<file path="src/rtl/uart_axis_pkg.sv">
// Shared definitions for the UART TX stream arbiter.
package uart_axis_pkg;

  localparam int AXIS_DATA_W = 32;

  typedef enum logic {
    IDLE   = 1'b0,
    LOCKED = 1'b1
  } arb_state_e;

endpackage

</file>
<file path="src/rtl/rr_pick.sv">
// Round-robin picker: first requester strictly after ptr, wrapping.
// Purely combinational; the caller owns the pointer register.
module rr_pick #(
  parameter int N_REQ = 3
) (
  input  logic [N_REQ-1:0]         req,
  input  logic [$clog2(N_REQ)-1:0] ptr,
  output logic [N_REQ-1:0]         gnt,
  output logic [$clog2(N_REQ)-1:0] idx
);

  localparam int IDX_W = $clog2(N_REQ);

  // Scan the sources in rotated order starting one past the pointer.
  always_comb begin
    int               k;
    logic             found;
    logic [IDX_W-1:0] kk;
    gnt   = '0;
    idx   = '0;
    found = 1'b0;
    k     = 0;
    kk    = '0;
    for (int i = 1; i <= N_REQ; i++) begin
      k  = (int'(ptr) + i) % N_REQ;
      kk = IDX_W'(k);
      if (!found && req[kk]) begin
        found   = 1'b1;
        gnt[kk] = 1'b1;
        idx     = kk;
      end
    end
  end

endmodule

</file>
<file path="src/rtl/uart_axis_arbiter.sv">
// Packet-level round-robin arbiter merging N_REQ AXI-Stream sources onto
// the single UART TX stream, with a mid-packet stall timeout.
//
// state  | meaning
// -------+-----------------------------------------------------------
// IDLE   | no owner; picks next requester after ptr, no beat passes
// LOCKED | grant held by gidx until tlast beat or stall timeout
module uart_axis_arbiter
  import uart_axis_pkg::*;
#(
  parameter int N_REQ       = 3,
  parameter int TIMEOUT_CYC = 1024
) (
  input  logic                         clk_i,
  input  logic                         reset_ni,
  input  logic [N_REQ-1:0]             s_valid_i,
  input  logic [N_REQ*AXIS_DATA_W-1:0] s_data_i,
  input  logic [N_REQ-1:0]             s_last_i,
  output logic [N_REQ-1:0]             s_ready_o,
  output logic                         m_valid_o,
  output logic [AXIS_DATA_W-1:0]       m_data_o,
  output logic                         m_last_o,
  input  logic                         m_ready_i,
  output logic [N_REQ-1:0]             grant_o,
  output logic                         timeout_err_o,
  input  logic                         err_clr_i
);

  localparam int IDX_W = $clog2(N_REQ);
  localparam int CNT_W = $clog2(TIMEOUT_CYC) + 1;
  localparam logic [CNT_W-1:0] CNT_MAX = CNT_W'(TIMEOUT_CYC - 1);
  localparam logic [IDX_W-1:0] PTR_RST = IDX_W'(N_REQ - 1);

  arb_state_e       state_q, state_d;
  logic [N_REQ-1:0] grant_q, grant_d;
  logic [IDX_W-1:0] gidx_q, gidx_d;
  logic [IDX_W-1:0] ptr_q, ptr_d;
  logic [CNT_W-1:0] cnt_q, cnt_d;
  logic             err_q, err_d;

  logic [N_REQ-1:0]       pick_gnt;
  logic [IDX_W-1:0]       pick_idx;
  logic                   sel_valid;
  logic                   sel_last;
  logic [AXIS_DATA_W-1:0] sel_data;
  logic                   locked;
  logic                   xfer;

  rr_pick #(
    .N_REQ(N_REQ)
  ) u_rr_pick (
    .req(s_valid_i),
    .ptr(ptr_q),
    .gnt(pick_gnt),
    .idx(pick_idx)
  );

  assign locked = (state_q == LOCKED);
  assign xfer   = m_valid_o & m_ready_i;

  // Select the granted source's stream signals.
  always_comb begin
    sel_valid = 1'b0;
    sel_last  = 1'b0;
    sel_data  = '0;
    for (int i = 0; i < N_REQ; i++) begin
      if (gidx_q == IDX_W'(i)) begin
        sel_valid = s_valid_i[i];
        sel_last  = s_last_i[i];
        sel_data  = s_data_i[i*AXIS_DATA_W +: AXIS_DATA_W];
      end
    end
  end

  // Zero-latency pass-through while locked; everything quiet otherwise.
  always_comb begin
    m_valid_o = locked & sel_valid;
    m_last_o  = locked & sel_last;
    m_data_o  = locked ? sel_data : '0;
    s_ready_o = locked ? (grant_q & {N_REQ{m_ready_i}}) : '0;
  end

  // Next-state, grant, pointer, stall counter and sticky error.
  always_comb begin
    state_d = state_q;
    grant_d = grant_q;
    gidx_d  = gidx_q;
    ptr_d   = ptr_q;
    cnt_d   = cnt_q;
    err_d   = err_q;
    if (err_clr_i) begin
      err_d = 1'b0;
    end
    case (state_q)
      IDLE: begin
        if (|s_valid_i) begin
          state_d = LOCKED;
          grant_d = pick_gnt;
          gidx_d  = pick_idx;
          cnt_d   = '0;
        end
      end
      LOCKED: begin
        if (xfer && m_last_o) begin
          state_d = IDLE;
          grant_d = '0;
          ptr_d   = gidx_q;
          cnt_d   = '0;
        end else if (sel_valid) begin
          cnt_d = '0;
        end else if (cnt_q >= CNT_MAX) begin
          // Source stalled too long: drop it without inventing a tlast.
          state_d = IDLE;
          grant_d = '0;
          ptr_d   = gidx_q;
          cnt_d   = '0;
          err_d   = 1'b1;
        end else begin
          cnt_d = cnt_q + 1'b1;
        end
      end
      default: begin
        state_d = IDLE;
        grant_d = '0;
      end
    endcase
  end

  // State registers with asynchronous active-low reset.
  always_ff @(posedge clk_i or negedge reset_ni) begin
    if (!reset_ni) begin
      state_q <= IDLE;
      grant_q <= '0;
      gidx_q  <= '0;
      ptr_q   <= PTR_RST;
      cnt_q   <= '0;
      err_q   <= 1'b0;
    end else begin
      state_q <= state_d;
      grant_q <= grant_d;
      gidx_q  <= gidx_d;
      ptr_q   <= ptr_d;
      cnt_q   <= cnt_d;
      err_q   <= err_d;
    end
  end

  assign grant_o       = grant_q;
  assign timeout_err_o = err_q;

endmodule

</file>
<file path="config.mk">
export PLATFORM = sky130hd
export DESIGN_NAME = uart_axis_arbiter
export DESIGN_NICKNAME = d
export VERILOG_FILES = /design/src/rtl/uart_axis_pkg.sv /design/src/rtl/rr_pick.sv /design/src/rtl/uart_axis_arbiter.sv
export SDC_FILE = /design/constraint.sdc
export NUM_CORES = 1
export LEC_CHECK = 0
export CAP_MARGIN = 15
export CORE_MARGIN = 5
export CORE_UTILIZATION = 40
export CTS_CLUSTER_SIZE = 16
export DETAILED_ROUTE_END_ITERATION = 6
export PLACE_DENSITY_LB_ADDON = 0.2
export SYNTH_ARGS = -nofsm -noshare
export SYNTH_HDL_FRONTEND = slang
export SYNTH_HIERARCHICAL = 1
export SYNTH_SLANG_ARGS = --single-unit
</file>
<file path="constraint.sdc">
create_clock -name clk_i -period 5.42 [get_ports clk_i]
set_clock_uncertainty 0.05 [all_clocks]
set_input_delay 0.813 -clock clk_i [delete_from_list [all_inputs] [get_ports clk_i]]
set_output_delay 0.813 -clock clk_i [all_outputs]
set_load 0.05 [all_outputs]
</file>
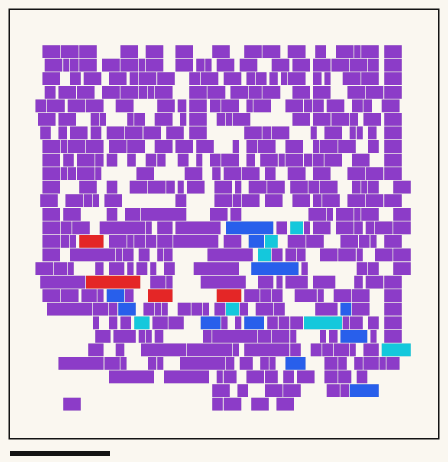
(cells by drive strength)
Scale bar: 20 µm.
color	size	cells	share	most used
red	_6 and larger	4	0.93%	clkbuf_8
purple	_0 and _1 cells	410	95%	clkdlybuf4s50_1
cyan	_3 and _4 cells	7	1.6%	buf_4
blue	_2 cells	11	2.5%	mux2_2
final worst slack: 1700 ps
post-route cell area: 3860 µm²
Synth-to-Final Area Change: 67.8%

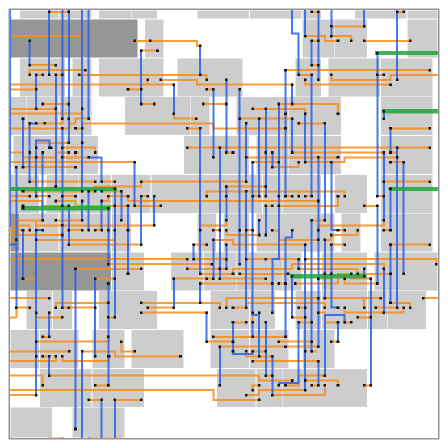
(zoomed window)
Region (49, 6) to (79, 36) µm. Cells in gray, sequential cells in the stronger gray; small squares are vias.
color	layer
orange	metal 1
green	metal 3
blue	metal 2
most frequent	clkdlybuf4s50_1 (11), mux2i_1 (5), inv_1 (5)
cells with their middle in the window	72
sequential cells in the window	2
netlist names of flops here include	grant_o (1), ptr_q (1)

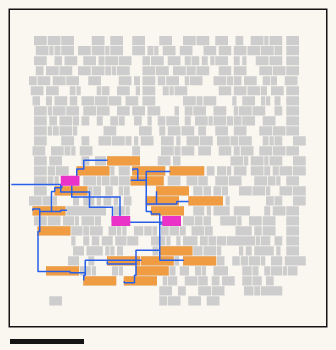
(routed clock nets over the placement)
Scale bar: 20 µm.
[blue] clock wires | length: 265 µm
[orange] flip-flops | count: 20
[magenta] clock drivers | count: 3
routed clock nets	4
Insertion Delay late pin: 260 ps
P_clk: 0.150 mW

[through the flow]
| stage | hold slack [ps] | power (mW) | area, µm² | util [%] | setup WS (ps) |
|---|---|---|---|---|---|
| global placement | 418 | 1.83 | 3790 | 68.5 | 1750 |
| finish | 439 | 2.00 | 3860 | 69.7 | 1700 |
| detailed placement | 419 | 1.85 | 3790 | 68.5 | 1710 |
| global route | 463 | 2.11 | 3860 | 69.7 | 1550 |
| floorplan | 404 | 1.34 | 2300 | - | 2750 |
| CTS | 442 | 2.01 | 3860 | 69.7 | 1680 |
[logic make-up (layout without fill, tap and decap cells)]
group           after synthesis  in the layout  synth area share [%]
compound gates               76             76                  22.0
flops                        20             20                  21.8
buf+inv                      30            164                  5.76
xor+xnor                      1              1                 0.381
mux                          41             41                  18.0
fa+ha+maj                     5              5                  2.72
simple gates                125            125                  29.4
[worst reg2reg max path, cell delays in order, from the launching register on]
cell	delay, ps
dfrtp_1	590
nor4_4	850
nor2_1	260
mux2_2	340
[registers in the layout, indices dropped and copies added (netlist names)]
signal and cells:
gidx_q 2, ptr_q 2, cnt_q 11, timeout_err_o 1, grant_o 3, locked 1
[area by class of cell]
cell class,count,area (µm²),share of cell area [%]
inverters,10,37.5,0.972
multi-input cells,248,1670,43.2
clock inverters,1,30.0,0.777
repair buffers,150,1490,38.6
clock buffers,3,41.3,1.07
flip-flops and latches,20,503,13.0
well taps,72,90.1,2.33
[routing by layer]
metal	vias to the layer above	global-route usage (%)
li1	1342	-
met1	1295	27.2
met2	96	40.9
met3	14	5.09
met4	0	3.60
met5	-	0
[cells in the mapped netlist (2+ instances only)]
cell type,n
nand2_1,47
mux2i_1,38
o21ai_0,38
and2_1,35
dfrtp_1,19
clkbuf_1,11
inv_1,10
nand4_1,9
buf_2,7
nor2_1,6
ha_1,5
nand3b_1,5
a22o_1,4
and3_1,4
nand3_1,4
a21oi_1,3
a22oi_1,3
a31o_1,3
mux2_2,3
o22ai_1,3
o311ai_1,3
a31oi_1,2
nand2b_1,2
nor2b_1,2
nor3_1,2
o21a_1,2
o21ai_1,2
[power groups by stage]
| stage | Combinational, mW | Clock [mW] | Sequential (mW) |
|---|---|---|---|
| 6_report | 1.60 | 0.150 | 0.246 |
| 3_3_place_gp | 1.58 | 0 | 0.246 |
| 2_1_floorplan | 1.10 | 0 | 0.241 |
| 5_1_grt | 1.69 | 0.161 | 0.254 |
| 4_1_cts | 1.61 | 0.155 | 0.245 |
| 3_5_place_dp | 1.60 | 0 | 0.248 |
[path summary, 6_finish.rpt]
kind	slack, ps	to	cells past startpoint
min in group asynchronous	990	cnt_q[2]	1
hold reg to reg	440	timeout_err_o	1
setup / recovery	1700	m_valid_o	5
max in group asynchronous	3740	gidx_q[0]	1
setup reg to reg	3220	gidx_q[0]	3
hold / removal	440	timeout_err_o	1
==> flow_summary.yaml <==
# physical design summary
clock_tree:
  clkSlewWorstSetupHoldPaths_ps: 70
  cts_resized: 0
  h-tree-depth: 1
  root_buffer: "clkbuf_8"
  post_cts_buffers: 0
  clock_sinks: 20
  cts_hold_buffers: 0
  numCtsBuffers: 3
  cts_max_path_buffers: 2
  cts_tree: "built"
power:
  ir_drop_uv: 319
  comb_power_share_pct: 80.2
  switching_share_pct: 55.1
  p_per_area_nw_per_um2: 517
  clkPwrFrac_pct: 7.5
  leakagePower_nw: 1.49
  p_sw_mw: 1.10
  seqPwrFrac_pct: 12.3
  intPower_mw: 0.897
final_timing:
  min_period_over_period_pct: 68.6
  relSlewSlack_pct: 41.9
  tns_ps: 0
  drv_slew: 0
  setup_violations: 0
  fmax_ghz: 0.269
  min_period_ps: 3720
  grt_setup_unrepaired: "no"
  worst_pin_slew_ps: 869
  hold_violations: 0
drt:
  wl_met1_mm: 3.53
  drt_iter0_drc: 149
  wl_met2_mm: 4.56
  drt_first_pass_iters: 4
  wl_per_cell_um: 17.4
  wl_mm: 8.79
  top_layer: "met4"
  postRouteAntennaNets: 0
  drc: 0
  viasPerCell: 5.45
  dr_wl_met3_um: 548
  num_vias: 2747
yosys:
  async_flop_share_pct: 100
  yosys_warnings: 6
  edf_count: 0
  ys_cells: 298
  ys_seq_elements: 20
  ys_seq_share_pct: 21.8
  top_area_share_pct: 20.7
  synth_cells: 298
  yosysTopAreaCell: "dfrtp_1"
  synth_nets: 409
  synth_top_flop_cell: "dfrtp_1"
  syn_area_um2: 2300
  syn_area_per_cell_um2: 7.73
  ys_area_um2: 2300
  top_cells_by_area: "dfrtp_1 21%, mux2i_1 17%, and2_1 9.5%"
  yosys.cell_types.count: 53
global_routing:
  grt_pass1_vias: 2624
  grtUsageTotal_pct: 22.5
  antenna_found_initial: 0
  grt_max_degree: 42
  grt_overflow: 0
  grt_pass1_wl_mm: 13.5
critical_path:
  path_buffers: 2
  crit_top_cell: "clkdlybuf4s50_1"
  arrival_ps: 2860
  startpoint: "s_valid_i[1]"
  slowest_delay_ps: 820
  crit_fanout: 8
  timing.rr.start: "locked"
  cp-start-kind: "input port"
  cp.required_ps: 4560
  endpoint_kind: "primary output"
  crit_family: "buffers and inverters"
  crit_type: "in2out"
  path_cells: "clkdlybuf4s50_1 > mux2i_1 > o21a_1 > nor2b_1 > clkdlybuf4s50_1"
  critPathSlowestCell: "clkdlybuf4s50_1"
floorplan:
  ioPinCount: 147
  coreArea_um2: 5540
  die_area_um2: 7370
  die_w_um: 85.9
  core.rowCount: 27
  fp_util_pct: 41.6
  die_h_um: 85.9
final_layout:
  final_layout_size_suffix_gt1_share_pct: 5.09
  final_cell_mix: "146 x clkdlybuf4s50_1, 47 x nand2_1, 38 x mux2i_1, 38 x o21ai_0, 35 x and2_1"
  antennaDiodeCount: 0
  fin_nets: 544
  final_common_cell: "clkdlybuf4s50_1"
  instances_no_fill: 504
  nFillCells: 457
worst_hold_path:
  hold_start: "timeout_err_o"
  min_path_type: "reg2reg"
place:
  gp_congestion: 0.846
  dp_cells: 500
  io_buffers: 146
  dpl.hpwl_mm: 6.94
job:
  max_cap_violations: 0
  warning_count: 29
outcome:
  status: "complete, no violations"
No activity file was given, so power comes from the tool's default toggle rates.
